==> run_1/placement.png <==
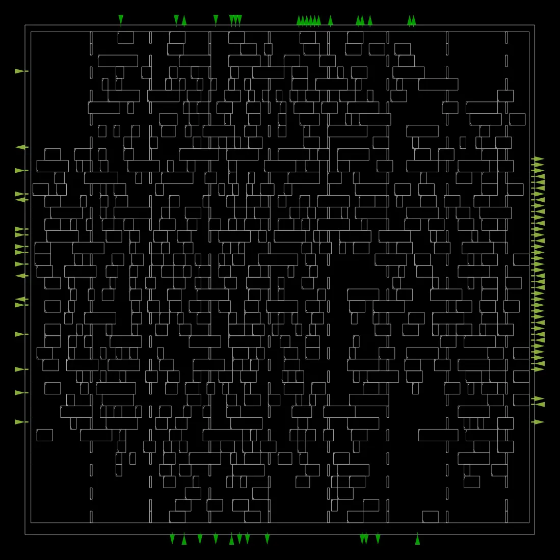
==> run_1/io_fan.png <==
Bar = 20 um.
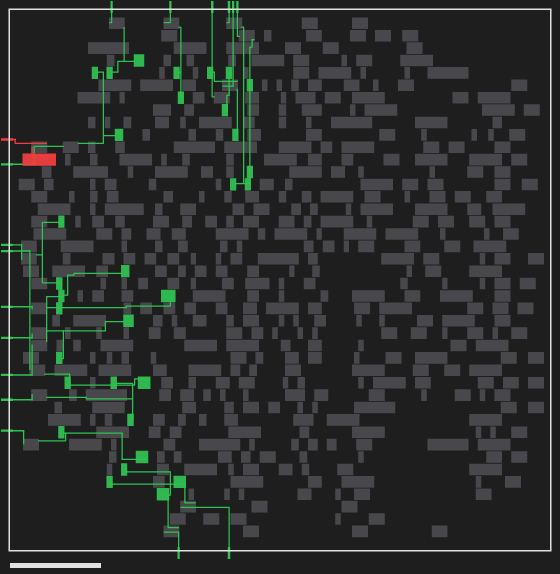
==> run_1/placement_by_type.png <==
Fill, decap, tap and diode cells in gray.
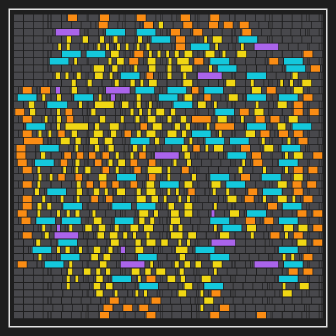
==> src/rtl/wisc_pkg.sv <==
// Shared definitions for the 16-bit WISC core: opcodes, bubble encoding
// and the instruction-fetch state machine encoding.
package wisc_pkg;

    localparam logic [3:0]  OP_HLT   = 4'hF;
    localparam logic [3:0]  OP_B     = 4'hC;
    localparam logic [3:0]  OP_BR    = 4'hD;
    localparam logic [15:0] NOP_INST = 16'h0000;

    typedef enum logic [1:0] {
        RUN  = 2'd0,
        MISS = 2'd1,
        HALT = 2'd2
    } fetch_state_t;

    function automatic logic isOpcode(input logic [15:0] inst, input logic [3:0] op);
        return inst[15:12] == op;
    endfunction

endpackage

==> src/rtl/if_id_reg.sv <==
// IF/ID pipeline register; a bubble request overrides hold, otherwise the
// register loads a valid instruction every cycle it is not held.
module if_id_reg
    import wisc_pkg::*;
(
    input  logic        clk,
    input  logic        rst,
    input  logic        hold,
    input  logic        bubble,
    input  logic [15:0] inst,
    input  logic [15:0] pc_plus2,
    output logic [15:0] if_id_inst,
    output logic [15:0] if_id_pc_plus2,
    output logic        if_id_valid
);

    always_ff @(posedge clk) begin
        if (rst || bubble) begin
            if_id_inst     <= NOP_INST;
            if_id_pc_plus2 <= 16'h0000;
            if_id_valid    <= 1'b0;
        end else if (!hold) begin
            if_id_inst     <= inst;
            if_id_pc_plus2 <= pc_plus2;
            if_id_valid    <= 1'b1;
        end
    end

endmodule

==> src/rtl/fetch_stage.sv <==
// Instruction-fetch stage: PC, redirect bookkeeping across memory misses,
// HLT handling, and the IF/ID register that feeds decode.
module fetch_stage
    import wisc_pkg::*;
#(
    parameter logic [15:0] PC_RESET    = 16'h0000,
    parameter logic [3:0]  HALT_OPCODE = OP_HLT
) (
    input  logic        clk,
    input  logic        rst,
    input  logic        stall,
    input  logic        if_flush,
    input  logic [15:0] br_target,
    output logic        imem_req,
    output logic [15:0] imem_addr,
    input  logic [15:0] imem_data,
    input  logic        imem_valid,
    output logic [15:0] if_id_inst,
    output logic [15:0] if_id_pc_plus2,
    output logic        if_id_valid,
    output logic        halted
);

    fetch_state_t r_state;
    logic [15:0]  r_pc;
    logic         r_redirPend;
    logic [15:0]  r_redirPc;

    fetch_state_t w_nextState;
    logic [15:0]  w_nextPc;
    logic         w_nextPend;
    logic [15:0]  w_nextRedirPc;
    logic [15:0]  w_pcPlus2;
    logic         w_isHalt;
    logic         w_bubble;
    logic         w_hold;

    assign imem_req  = (r_state != HALT);
    assign imem_addr = r_pc;
    assign w_pcPlus2 = r_pc + 16'd2;
    assign w_isHalt  = isOpcode(imem_data, HALT_OPCODE);

    always_comb begin
        w_nextState   = r_state;
        w_nextPc      = r_pc;
        w_nextPend    = r_redirPend;
        w_nextRedirPc = r_redirPc;
        w_bubble      = 1'b0;
        w_hold        = 1'b0;
        if (if_flush) begin
            w_bubble = 1'b1;
            // A miss still in flight must finish before the redirect can be applied.
            if (r_state == MISS && !imem_valid) begin
                w_nextPend    = 1'b1;
                w_nextRedirPc = br_target;
            end else begin
                w_nextPc    = br_target;
                w_nextPend  = 1'b0;
                w_nextState = RUN;
            end
        end else begin
            unique case (r_state)
                RUN, MISS: begin
                    if (imem_valid && r_state == MISS && r_redirPend) begin
                        w_nextPc    = r_redirPc;
                        w_nextPend  = 1'b0;
                        w_nextState = RUN;
                        w_hold      = stall;
                        w_bubble    = !stall;
                    end else if (imem_valid) begin
                        w_nextState = RUN;
                        if (stall) begin
                            w_hold = 1'b1;
                        end else if (w_isHalt) begin
                            w_nextState = HALT;
                        end else begin
                            w_nextPc = w_pcPlus2;
                        end
                    end else begin
                        w_nextState = MISS;
                        w_hold      = stall;
                        w_bubble    = !stall;
                    end
                end
                HALT: begin
                    w_hold   = stall;
                    w_bubble = !stall;
                end
                default: begin
                    w_nextState = RUN;
                    w_bubble    = 1'b1;
                end
            endcase
        end
    end

    always_ff @(posedge clk) begin
        if (rst) begin
            r_state     <= RUN;
            r_pc        <= PC_RESET;
            r_redirPend <= 1'b0;
            r_redirPc   <= 16'h0000;
            halted      <= 1'b0;
        end else begin
            r_state     <= w_nextState;
            r_pc        <= w_nextPc;
            r_redirPend <= w_nextPend;
            r_redirPc   <= w_nextRedirPc;
            halted      <= (w_nextState == HALT);
        end
    end

    if_id_reg u_ifIdReg (
        .clk            (clk),
        .rst            (rst),
        .hold           (w_hold),
        .bubble         (w_bubble),
        .inst           (imem_data),
        .pc_plus2       (w_pcPlus2),
        .if_id_inst     (if_id_inst),
        .if_id_pc_plus2 (if_id_pc_plus2),
        .if_id_valid    (if_id_valid)
    );

endmodule

==> config.mk <==
export PLATFORM = sky130hd
export DESIGN_NAME = fetch_stage
export DESIGN_NICKNAME = d
export VERILOG_FILES = /design/src/rtl/wisc_pkg.sv /design/src/rtl/if_id_reg.sv /design/src/rtl/fetch_stage.sv
export SDC_FILE = /design/constraint.sdc
export NUM_CORES = 1
export LEC_CHECK = 0
export CAP_MARGIN = 10
export CELL_PAD_IN_SITES_DETAIL_PLACEMENT = 2
export CELL_PAD_IN_SITES_GLOBAL_PLACEMENT = 2
export CORE_UTILIZATION = 25
export DETAILED_ROUTE_END_ITERATION = 16
export PLACE_DENSITY = 0.69
export SLEW_MARGIN = 20
export SYNTH_ARGS = -nofsm -noshare
export SYNTH_HDL_FRONTEND = slang
export SYNTH_HIERARCHICAL = 1
export SYNTH_SLANG_ARGS = --single-unit
==> constraint.sdc <==
create_clock -name clk -period 2.4 [get_ports clk]
set_clock_uncertainty 0.2 [all_clocks]
set_input_delay 0.48 -clock clk [delete_from_list [all_inputs] [get_ports clk]]
set_output_delay 0.48 -clock clk [all_outputs]
set_load 0.01 [all_outputs]
==> datasheet_impl.txt, run 1 <==
Physical design parameters

Parameter                              Value

Status
  Status .................. finished, final reports clean

Logic synthesis
  Yosys stat cell total .................. 395
  Largest area contributor in the netlist .................. sky130_fd_sc_hd__dfxtp_1
  YS chip area .................. 0.00339 mm^2
  Area share of the largest cell type after synthesis .................. 0.407
  #FFs+latches synth .................. 69
  Share of synthesized registers carrying an async set or reset .................. 0
  Top flip-flop cell by instance count after synthesis .................. sky130_fd_sc_hd__dfxtp_1

Finish
  Filler Cell Count .................. 1507
  Most instantiated logic cells after routing .................. 87 x sky130_fd_sc_hd__clkdlybuf4s50_1, 68 x sky130_fd_sc_hd__dfxtp_1, 54 x sky130_fd_sc_hd__nand2_1
  Highest-count logic cell in the final layout .................. sky130_fd_sc_hd__clkdlybuf4s50_1
  Final Net Count .................. 534
  Post-layout instance count excluding filler cells .................. 675

Power and ir drop
  Worst-case vdd ir drop .................. 0.290 mV
  Sequential power share .................. 0.429
  Overall power of the completed layout .................. 2910 uW

Worst hold path
  HP Start .................. u_ifIdReg/if_id_valid

Clock network
  CTS tree .................. done
  Deepest clock path buffer count .................. 2
  H-tree depth .................. 3
  Total CTS buffers .................. 9

Worst setup path
  Kind of cell with the highest combined delay on the critical path .................. buffers and inverters
  R2R Path End .................. imem_addr[7]
  Critical path endpoint category .................. output port
  Critical path cell sequence .................. inv_1 > nand2_1 > clkdlybuf4s50_1
  Setup slack of the most critical reg-to-reg path .................. 0.24 ns
  Critical Path Source .................. r_state[0]
  Timing endpoint of the critical path .................. imem_req

Detailed routing
  Via total after detailed routing .................. 3307
  Post-Route WL .................. 11.9 mm
  Total met2 wirelength after detailed routing .................. 5.78 mm

GRT
  Met3 Use GR .................. 0.0512
  Maximum number of pins on one net before global-route repair .................. 34
  Number of global-route vias before repair .................. 3639

Placed design
  Sum of net half-perimeters after detailed placement .................. 9.10 mm

Timing
  Final critical path time including I/O delays and setup .................. 2.21 ns
  Peak Freq .................. 453 MHz

Floorplan
  Initial cell density of the core .................. 0.256
-- placement.png (at the start) --
core occupancy in the finished layout: 0.366
num tapcells: 176
Core Footprint: 0.0132 mm^2
number of placement rows: 42
registers: 69

-- io_fan.png (at the start) --
red -> `halted`  # bits 1, direction output, edge left, end cells 1, buffers 1, wire 15.5 um
green -> `br_target`  # bits 16, direction input, edge 8 left, 6 top, 2 bottom, end cells 32, buffers 16, wire 567 um
number of buffers added on ports: 87
IO Pins: 88

-- placement_by_type.png (at the start) --
yellow -> combinational and other logic  # cells 295
orange -> remaining buffers and delay cells  # cells 121
purple -> clock drivers and dummy loads  # cells 14
cyan -> sequential cells  # cells 69
cell area after layout: 0.00484 mm^2
Seq/total area: 0.285

## run 1: state kept, by name (all words and copies together) (netlist names)
register                  flops
u_ifIdReg/if_id_inst         16
r_state                       2
halted                        1
u_ifIdReg/if_id_valid         1
imem_addr                    16
r_redirPc                    16
u_ifIdReg/if_id_pc_plus2     16
r_redirPend                   1
## run 1: area by class of cell
cell class / count / area share
Timing Repair Buffer: 121 / 0.240
Inverter: 9 / 0.00697
Multi-Input combinational cell: 286 / 0.371
Tap cell: 176 / 0.0455
Clock inverter: 3 / 0.00310
Clock buffer: 11 / 0.0480
Sequential cell: 69 / 0.285
## run 1: tightest hold or removal path: stages (launching register included)
cell                      delay (ns)
sky130_fd_sc_hd__dfxtp_1        0.30
sky130_fd_sc_hd__inv_1          0.04
sky130_fd_sc_hd__a21oi_1        0.05
==> run 2: changes to the inputs <==
HOLD_SLACK_MARGIN = 0.02   (was unset)
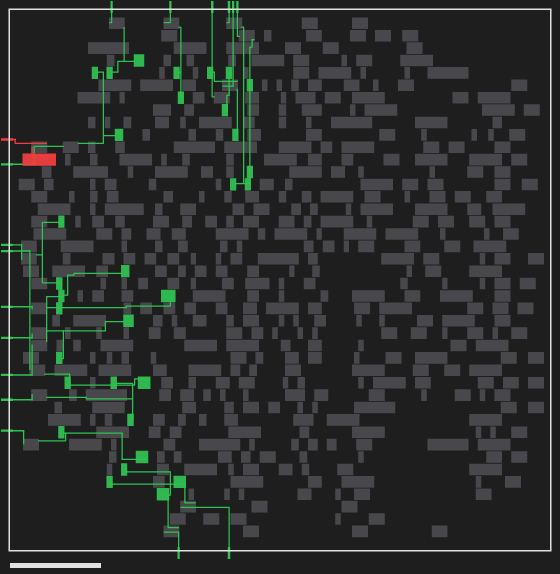
(run_2/io_fan.png)
Bar = 20 um.
green -> `br_target`  # bits 16, direction input, edge 8 left, 6 top, 2 bottom, end cells 32, buffers 16, wire 567 um
red -> `halted`  # bits 1, direction output, edge left, end cells 1, buffers 1, wire 15.5 um

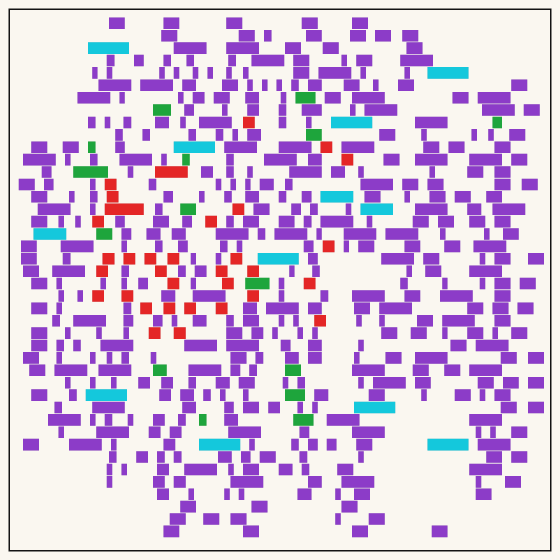
(run_2/sizes.png)
green -> _2 cells  # cells 15, share 3.0%
cyan -> _6 and larger  # cells 12, share 2.4%
purple -> _0 and _1 cells  # cells 439, share 88%
red -> _3 and _4 cells  # cells 33, share 6.6%
Area Overhead vs Synth: 42.7%
count of plain and timing-repair buffers: 121
post-layout worst setup margin: 0.192 ns

==> run 2 against run 1 <==
Against the previous run: clock power hardly changed; critical path type unchanged; combinational power hardly changed; die area stayed put; highest routed layer unchanged; synthesized cell count stayed put; worst setup slack stayed put; sequential share of layout area stayed put; flip-flop count stayed put; largest power group unchanged.
==> datasheet_impl.txt, run 2 <==
Physical design parameters

Parameter                              Value

GRT
  Maximum number of pins on one net before global-route repair .................. 34
  Number of global-route vias before repair .................. 3639
  Met3 Use GR .................. 0.0512

Worst setup path
  Setup slack of the most critical reg-to-reg path .................. 0.24 ns
  R2R Path End .................. imem_addr[7]
  Critical Path Source .................. r_state[0]

Detailed routing
  Post-Route WL .................. 11.9 mm
  Total met2 wirelength after detailed routing .................. 5.78 mm

Status
  Status .................. finished, final reports clean

Floorplan
  Initial cell density of the core .................. 0.256
  IO Pins .................. 88
  Num tapcells .................. 176

Clock network
  Deepest clock path buffer count .................. 2
  Total CTS buffers .................. 9

Power and ir drop
  Overall power of the completed layout .................. 2910 uW
  Sequential power share .................. 0.429

Finish
  Core occupancy in the finished layout .................. 0.366
  Multi-input combinational area share .................. 0.371
  Clock buffer and inverter area fraction after layout .................. 0.0511
  Most instantiated logic cells after routing .................. 87 x sky130_fd_sc_hd__clkdlybuf4s50_1, 68 x sky130_fd_sc_hd__dfxtp_1, 54 x sky130_fd_sc_hd__nand2_1
  Logic Gate Count .................. 286
  Cell area after layout .................. 0.00484 mm^2
  Filler Cell Count .................. 1507

Logic synthesis
  Top flip-flop cell by instance count after synthesis .................. sky130_fd_sc_hd__dfxtp_1
  YS chip area .................. 0.00339 mm^2
  Share of synthesized registers carrying an async set or reset .................. 0
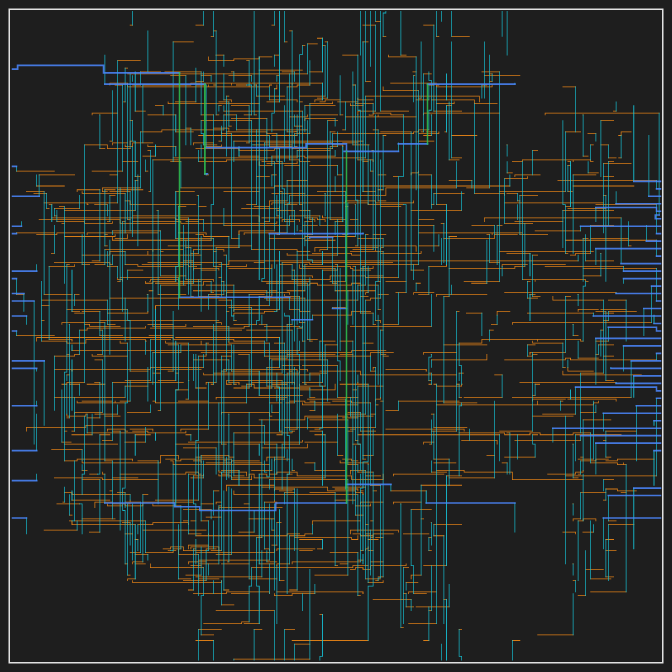
(run_2/wires.png)
green -> metal 4  # wire length 132 um
cyan -> metal 2  # wire length 5780 um
blue -> metal 3  # wire length 543 um
orange -> metal 1  # wire length 5470 um

run 2: cell counts in the layout (fill, tap and decap cells not counted):
No cell type changed its count.
run 2: critical path, stage by stage (launching register included):
cell and delay [ns]:
sky130_fd_sc_hd__dfxtp_2 0.44, sky130_fd_sc_hd__inv_1 0.13, sky130_fd_sc_hd__nand2_1 0.08, sky130_fd_sc_hd__clkdlybuf4s50_1 0.54
run 2: cell families after synthesis:
group	after synthesis	synth area share
AND-OR/OR-AND	84	0.167
XOR/XNOR	10	0.0258
flip-flops	69	0.407
AND/OR/NAND/NOR	154	0.219
buffers and inverters	40	0.0675
multiplexers	37	0.109
adder cells (fa/ha/maj)	1	0.00369
run 2: timing repair:
item / CTS / global route
gates resized: 0 / 1
endpoints found under the setup margin: 0 / 1
hold buffers: 0 / 0
Power is estimated from default activity; no workload was simulated.
